<file path="config.mk">
export PLATFORM = sky130hd
export DESIGN_NAME = mul_add_flat
export DESIGN_NICKNAME = d
export VERILOG_FILES = /design/src/rtl/mul_add_if.sv /design/src/rtl/mul_add.sv /design/src/flat_wrapper.sv
export SDC_FILE = /design/constraint.sdc
export NUM_CORES = 1
export LEC_CHECK = 0
export CORE_MARGIN = 8
export CORE_UTILIZATION = 52
export CTS_CLUSTER_DIAMETER = 30
export DETAILED_ROUTE_END_ITERATION = 10
export GPL_ROUTABILITY_DRIVEN = 0
export PLACE_DENSITY_LB_ADDON = 0.25
export SYNTH_ARGS = -nofsm -noshare
export SYNTH_HDL_FRONTEND = slang
export SYNTH_SLANG_ARGS = --single-unit
export TNS_END_PERCENT = 1
</file>
<file path="constraint.sdc">
create_clock -name clk -period 2.75 [get_ports clk]
set_input_delay 0.55 -clock clk [delete_from_list [all_inputs] [get_ports clk]]
set_output_delay 0.55 -clock clk [all_outputs]
set_load 0.005 [all_outputs]
</file>
<file path="src/rtl/mul_add_if.sv">
// Operand/result bundle for mul_add: X*Y+Z request with the idle-high output_vld handshake.
interface mul_add_if #(
  parameter int BITS = 4
);
  logic signed [BITS-1:0]   X;
  logic signed [BITS-1:0]   Y;
  logic signed [BITS-1:0]   Z;
  logic                     input_vld;
  logic signed [2*BITS-1:0] P;
  logic                     ovf;
  logic                     output_vld;

  // Handshake: output_vld=1 means idle with P/ovf holding the last result; a start is
  // taken on any rising edge where output_vld=1 and input_vld=1, and X/Y/Z are sampled
  // only on that edge. input_vld while output_vld=0 is ignored, never queued.
  modport master (
    output X, Y, Z, input_vld,
    input  P, ovf, output_vld
  );

  modport slave (
    input  X, Y, Z, input_vld,
    output P, ovf, output_vld
  );
endinterface

</file>
<file path="src/rtl/mul_add.sv">
// Sequential signed multiply-accumulate P = X*Y + Z, one partial product per clock.
// Rebuilds the divider's dividend from its Q, B and R; latency is BITS+2 cycles.
module mul_add #(
  parameter int BITS = 4
) (
  input  logic       clk,
  input  logic       rst_n,
  mul_add_if.slave   bus,
  output logic [1:0] fsm_state
);
  localparam int W = 2 * BITS;

  localparam logic [1:0] IDLE     = 2'd0;
  localparam logic [1:0] ACTIVE   = 2'd1;
  localparam logic [1:0] SIGN_FIX = 2'd2;
  localparam logic [1:0] ADD      = 2'd3;

  logic [1:0]      state;
  logic [BITS-1:0] mag_x;
  logic [BITS-1:0] mag_y;
  logic            p_neg;
  logic [W-1:0]    zext;
  logic [W-1:0]    acc;
  logic [4:0]      bitidx;
  logic [W-1:0]    p_q;
  logic            ovf_q;

  logic [BITS-1:0] y_shr;
  logic [W-1:0]    partial;
  logic [W-1:0]    sum;
  logic            sum_ovf;

  // The most negative operand maps to 2^(BITS-1), which still fits unsigned BITS bits.
  function automatic logic [BITS-1:0] magnitude(input logic [BITS-1:0] v);
    magnitude = v[BITS-1] ? (~v + {{(BITS-1){1'b0}}, 1'b1}) : v;
  endfunction

  always_comb begin
    y_shr   = mag_y >> bitidx;
    partial = '0;
    if (y_shr[0]) partial = {{BITS{1'b0}}, mag_x} << bitidx;
    sum     = acc + zext;
    // Result fits BITS signed only if the top BITS+1 bits are all copies of the sign.
    sum_ovf = !((&sum[W-1:BITS-1]) || !(|sum[W-1:BITS-1]));
  end

  always_ff @(posedge clk or negedge rst_n) begin
    if (!rst_n) begin
      state  <= IDLE;
      mag_x  <= '0;
      mag_y  <= '0;
      p_neg  <= 1'b0;
      zext   <= '0;
      acc    <= '0;
      bitidx <= '0;
      p_q    <= '0;
      ovf_q  <= 1'b0;
    end else begin
      case (state)
        IDLE: begin
          if (bus.input_vld) begin
            mag_x  <= magnitude(bus.X);
            mag_y  <= magnitude(bus.Y);
            p_neg  <= bus.X[BITS-1] ^ bus.Y[BITS-1];
            zext   <= {{BITS{bus.Z[BITS-1]}}, bus.Z};
            acc    <= '0;
            bitidx <= 5'(BITS - 1);
            state  <= ACTIVE;
          end
        end
        ACTIVE: begin
          acc <= acc + partial;
          if (bitidx == 5'd0) begin
            state <= SIGN_FIX;
          end else begin
            bitidx <= bitidx - 5'd1;
          end
        end
        SIGN_FIX: begin
          if (p_neg) acc <= ~acc + {{(W-1){1'b0}}, 1'b1};
          p_neg <= 1'b0;
          state <= ADD;
        end
        ADD: begin
          p_q   <= sum;
          ovf_q <= sum_ovf;
          state <= IDLE;
        end
        default: state <= IDLE;
      endcase
    end
  end

  assign bus.P          = p_q;
  assign bus.ovf        = ovf_q;
  assign bus.output_vld = (state == IDLE);
  assign fsm_state      = state;
endmodule

</file>
<file path="src/flat_wrapper.sv">
// flat-port wrapper written by rule: the top's interface ports become plain ports
module mul_add_flat 
#(
  parameter int BITS = 4
)
  (clk, rst_n, fsm_state, bus_X, bus_Y, bus_Z, bus_input_vld, bus_P, bus_ovf, bus_output_vld);
  mul_add_if #(.BITS(BITS)) bus_i ();
  input  logic clk;
  input  logic rst_n;
  output logic [1:0] fsm_state;
  input wire logic [$bits(bus_i.X)-1:0] bus_X;
  input wire logic [$bits(bus_i.Y)-1:0] bus_Y;
  input wire logic [$bits(bus_i.Z)-1:0] bus_Z;
  input wire logic [$bits(bus_i.input_vld)-1:0] bus_input_vld;
  output wire logic [$bits(bus_i.P)-1:0] bus_P;
  output wire logic [$bits(bus_i.ovf)-1:0] bus_ovf;
  output wire logic [$bits(bus_i.output_vld)-1:0] bus_output_vld;
  assign bus_i.X = bus_X;
  assign bus_i.Y = bus_Y;
  assign bus_i.Z = bus_Z;
  assign bus_i.input_vld = bus_input_vld;
  assign bus_P = bus_i.P;
  assign bus_ovf = bus_i.ovf;
  assign bus_output_vld = bus_i.output_vld;
  mul_add #(.BITS(BITS)) u_core (.clk(clk), .rst_n(rst_n), .bus(bus_i), .fsm_state(fsm_state));
endmodule
</file>
==> run_1/clock_map.png <==
Bar = 20 um.
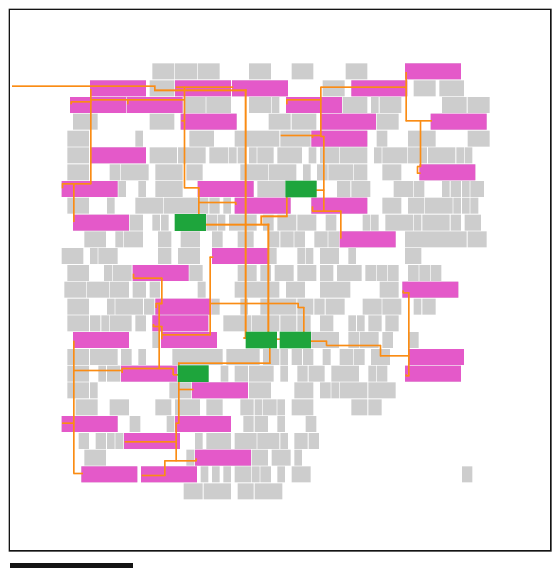
[clock wires] orange | length: 497 um
[flip-flops] magenta | count: 37
[cells driving clock nets] green | count: 5
routed clock nets: 6
flops lie: all over the die

==> run_1/registers.png <==
Other sequential cells in the stronger gray, the rest of the logic in the fainter gray.
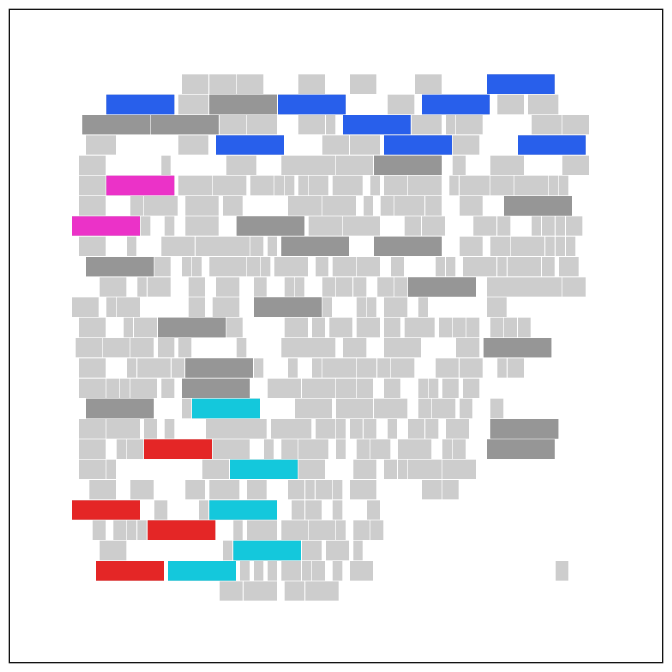
| name in the netlist | color | sequential cells |
|---|---|---|
| `u_core.mag_x` | red | 4 |
| `u_core.bitidx` | cyan | 5 |
| `u_core.bus.P` | blue | 8 |
| `u_core.fsm_state` | magenta | 2 |
not colored: 18

==> run_1/metal_stack.png <==
Bar = 20 um.
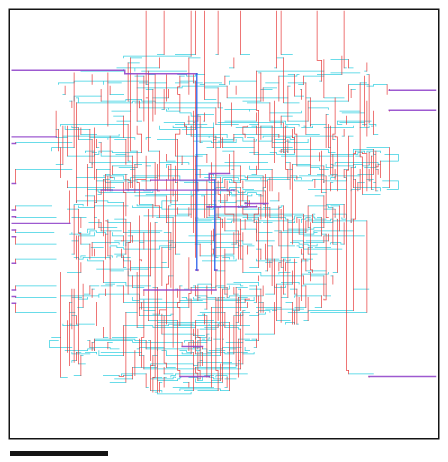
| layer | color | wire length |
|---|---|---|
| met3 | purple | 184 um |
| met4 | blue | 58.5 um |
| met1 | cyan | 2640 um |
| met2 | red | 2530 um |

==> flow_summary.json, run 1 <==
{
  "run_status": "complete, no violations",
  "synthAdderAreaFrac_pct": 12.8,
  "synth_area_per_cell_um2": 9.52,
  "mi_logic_area_um2": 1650,
  "flop_area_um2": 926,
  "crit_chain": "mux4_2 -> nand2_1 -> or3_4 -> inv_1 -> ha_1 -> a21o_1 -> a21oi_2 -> nand2b_4 -> a31oi_1 -> nor2b_1 -> o31a_1",
  "ys_cells": 279,
  "nNonClkInverters": 22,
  "synthTopLogicFamily": "AND-OR/OR-AND gates",
  "comb_share_pct": 52.5,
  "worstRegToRegCells": 11,
  "layout-drive-gt1-share_pct": 14.3,
  "grt_pass1_wl_mm": 9.27,
  "vias": 2107,
  "std_cell_rows": 26,
  "arrival_ns": 2.77,
  "syn-num-nets": 320,
  "cts_buffers": 5,
  "synthTopCellsByCount": "dfrtp_1 (37), nor2_1 (27), ha_1 (24), inv_1 (22), nand2_1 (20)",
  "placed_cell_area_um2": 3030,
  "die_area_um2": 7650,
  "cts-resized-gates": 0,
  "timing.reg2reg.setup_slack_ns": 0.15,
  "syn_inst": 279,
  "cts_tree": "yes",
  "maxCapViolations": 0,
  "ys_seq_elements": 37,
  "hold_buffers": 0,
  "hp-class": "in -> async",
  "cp-endpoint": "u_core.acc[7]",
  "tightest_slew_ns": 0.834,
  "lay_top_count": "dfrtp_1",
  "yosysWarnings": 0,
  "antenna_cells": 0,
  "routed_wl_mm": 5.41,
  "ys_seq_share_pct": 34.9,
  "ir_drop_v": 0.000637,
  "fillers": 434,
  "grt_use_total_pct": 15.3,
  "critPathLaunch": "u_core.bitidx[0]",
  "fin_crit_sh_pct": 94.6,
  "synthDistinctLibCells": 53,
  "synth_top_area_share_pct": 34.9,
  "hpwl_mm": 4.21,
  "warnings": 32
}
==> run 1: power breakdown <==
part           leakage, nW  internal [mW]  switching (mW)
registers            0.463          0.760           0.183
logic                0.914          0.827           0.874
clock network       0.0433          0.198           0.188
==> run 1: metal layers <==
| layer | up-vias | track usage, % | share of wire (%) | routed length (um) |
|---|---|---|---|---|
| li1 | 1066 | - | - | - |
| met1 | 1005 | 20.3 | 49 | 2640 |
| met2 | 32 | 24.0 | 47 | 2530 |
| met3 | 4 | 3.49 | 3.4 | 184 |
| met4 | 0 | 5.00 | 1.1 | 58 |
| met5 | - | 0 | 0 | 0 |
==> run 1: worst register-to-register path, delay by kind of cell, from the launching register on <==
| family | cells | cell delay, ns |
|---|---|---|
| buf+inv | 1 | 0.06 |
| compound gates | 4 | 0.70 |
| simple gates | 4 | 0.77 |
| mux | 1 | 0.34 |
| flops | 1 | 0.42 |
| fa+ha+maj | 1 | 0.22 |
==> run 1: sequential cells by signal (all words and copies together), names as in the netlist <==
| name | count |
|---|---|
| u_core.mag_y | 4 |
| u_core.acc | 8 |
| u_core.bitidx | 5 |
| u_core.bus.ovf | 1 |
| u_core.mag_x | 4 |
| u_core.bus.P | 8 |
| u_core.p_neg | 1 |
| u_core.zext | 4 |
| u_core.fsm_state | 2 |
==> run 1: per-stage QoR <==
step | power (mW) | hold slack (ns) | utilization [%] | setup WS (ns)
after CTS | 3.04 | 0.402 | 62.3 | 0.00475
after global placement | 2.60 | 0.465 | 60.5 | 0.110
after global routing | 3.28 | 0.445 | 62.8 | -0.0190
after floorplan | 2.08 | 0.254 | - | 0.0593
final | 3.03 | 0.365 | 62.8 | 0.150
after detailed placement | 2.64 | 0.484 | 60.5 | 0.0455
==> run 2: changes to the inputs <==
--- a/config.mk
+++ b/config.mk
@@ -8,9 +8,12 @@
 export CORE_MARGIN = 8
 export CORE_UTILIZATION = 52
 export CTS_CLUSTER_DIAMETER = 30
+export CTS_CLUSTER_SIZE = 28
 export DETAILED_ROUTE_END_ITERATION = 10
 export GPL_ROUTABILITY_DRIVEN = 0
+export HOLD_SLACK_MARGIN = 0.06
 export PLACE_DENSITY_LB_ADDON = 0.25
+export RECOVER_POWER = 100
 export SYNTH_ARGS = -nofsm -noshare
 export SYNTH_HDL_FRONTEND = slang
 export SYNTH_SLANG_ARGS = --single-unit
==> run_2/registers.png <==
Other sequential cells in the stronger gray, the rest of the logic in the fainter gray.
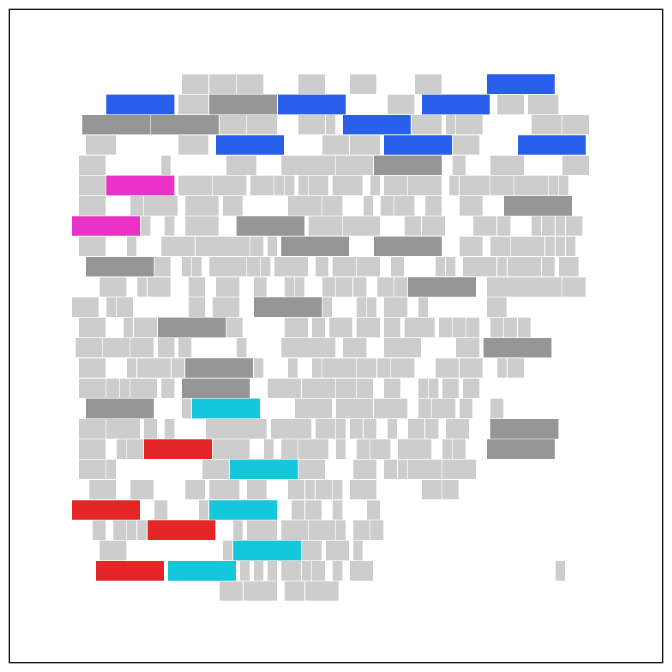
P_seq: 938 uW
flop share of the area: 29.5%
fin util: 62.6%

==> flow_summary.json, run 2 <==
{
  "hpwl_mm": 4.21,
  "antenna_left": 0,
  "syn_inst": 279,
  "antenna_cells": 0,
  "ir_drop_v": 0.000626,
  "die_area_um2": 7650,
  "power_mw": 2.99,
  "finClkSkew_ns": 0.00567,
  "fp_util_pct": 53.0,
  "ys_seq_elements": 37,
  "violations": "capacitance limit, slew limit",
  "hp-class": "reg -> reg",
  "grt_pass1_wl_mm": 9.27,
  "synthTopCellsByCount": "dfrtp_1 (37), nor2_1 (27), ha_1 (24), inv_1 (22), nand2_1 (20)",
  "vias": 2111,
  "synthDistinctLibCells": 53,
  "cts_tree": "yes",
  "seq_power_share_pct": 31.4,
  "syn-num-nets": 320,
  "fin_crit_sh_pct": 94.7,
  "std_cell_rows": 26,
  "ys_cells": 279,
  "maxCapViolations": 1,
  "critPathLaunch": "u_core.bitidx[0]",
  "placed_cell_area_um2": 3030,
  "routed_wl_mm": 5.39,
  "ys_seq_share_pct": 34.9,
  "lay_top_count": "dfrtp_1",
  "run_status": "complete, but fails checks",
  "yosysWarnings": 0,
  "swShare_pct": 41.4,
  "warnings": 32,
  "cts-resized-gates": 0,
  "synthAoiAreaFrac_pct": 17.7,
  "grt_use_total_pct": 15.3,
  "critPathKind": "reg -> reg",
  "synth_top_area_share_pct": 34.9,
  "synth_area_per_cell_um2": 9.52,
  "tightest_slew_ns": 2.00,
  "p_clk_share_pct": 12.9,
  "drv_slew": 38,
  "hold_ws_ns": 0.493,
  "synthTopLogicFamily": "AND-OR/OR-AND gates",
  "fillers": 437,
  "fin_area_um2": 3130,
  "layout_setup_ws_ns": 0.147,
  "arrival_ns": 2.77,
  "hold_buffers": 0,
  "p_int_mw": 1.75,
  "pwr-share-comb_pct": 55.7
}
==> run_2/clock_map.png <==
Bar = 20 um.
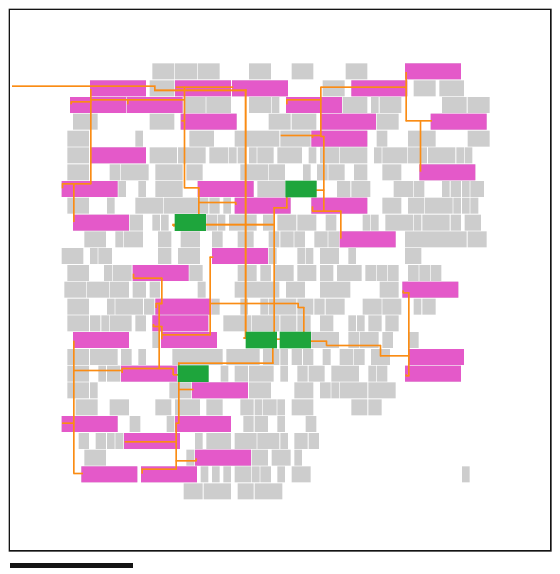
[flip-flops] magenta | count: 37
[cells driving clock nets] green | count: 5
[clock wires] orange | length: 495 um
routed clock nets: 6

[run 2: cell types whose count changed in the layout (fill, tap and decap cells not counted), sizes merged]
cell,delta
buf,-1
clkbuf,+1
clkdlybuf4s50,-11
dlygate4sd3,+11
[run 2: worst max-delay path, cell delays in order, from the launching register on]
cell,delay (ns)
dfrtp_1,0.42
mux4_2,0.34
nand2_1,0.09
or3_4,0.40
inv_1,0.06
ha_1,0.22
a21o_1,0.19
a21oi_2,0.15
nand2b_4,0.14
a31oi_1,0.08
nor2b_1,0.14
o31a_1,0.28
[run 2: worst paths after layout]
check,to,slack [ns],cells after the start
worst max-delay path,u_core.acc[7],0.15,11
worst min-delay path,u_core.mag_y[3],0.49,2
worst max register to register,u_core.acc[7],0.15,11
worst min register to register,u_core.mag_y[3],0.49,2
max in group asynchronous,u_core.bus.P[2],0.78,1
min in group asynchronous,u_core.acc[6],0.82,1
[run 2: layer usage]
| layer | vias up | GRT usage (%) | wire [um] |
|---|---|---|---|
| met2 | 38 | 24.0 | 2540 |
| met3 | 5 | 3.49 | 209 |
| met4 | 0 | 5.00 | 61 |
| li1 | 1067 | - | - |
| met5 | - | 0 | 0 |
| met1 | 1001 | 20.3 | 2570 |
[run 2: power groups by stage]
stage	Clock, mW	Combinational (mW)	Sequential [mW]
global placement	0	1.67	0.938
detailed placement	0	1.69	0.951
floorplan	0	1.17	0.914
CTS	0.407	1.70	0.939
finish	0.386	1.66	0.938
global route	0.425	1.84	0.971
[run 2: area by class of cell]
type / instances / area (um^2) / area share, %
multi-input combinational: 215 / 1640 / 52.4
sequential: 37 / 926 / 29.5
timing repair buffer: 33 / 307 / 9.78
tap: 70 / 87.6 / 2.79
clock buffer: 6 / 82.6 / 2.63
inverter: 22 / 82.6 / 2.63
clock inverter: 1 / 7.51 / 0.240
No activity file was given, so power comes from the tool's default toggle rates.
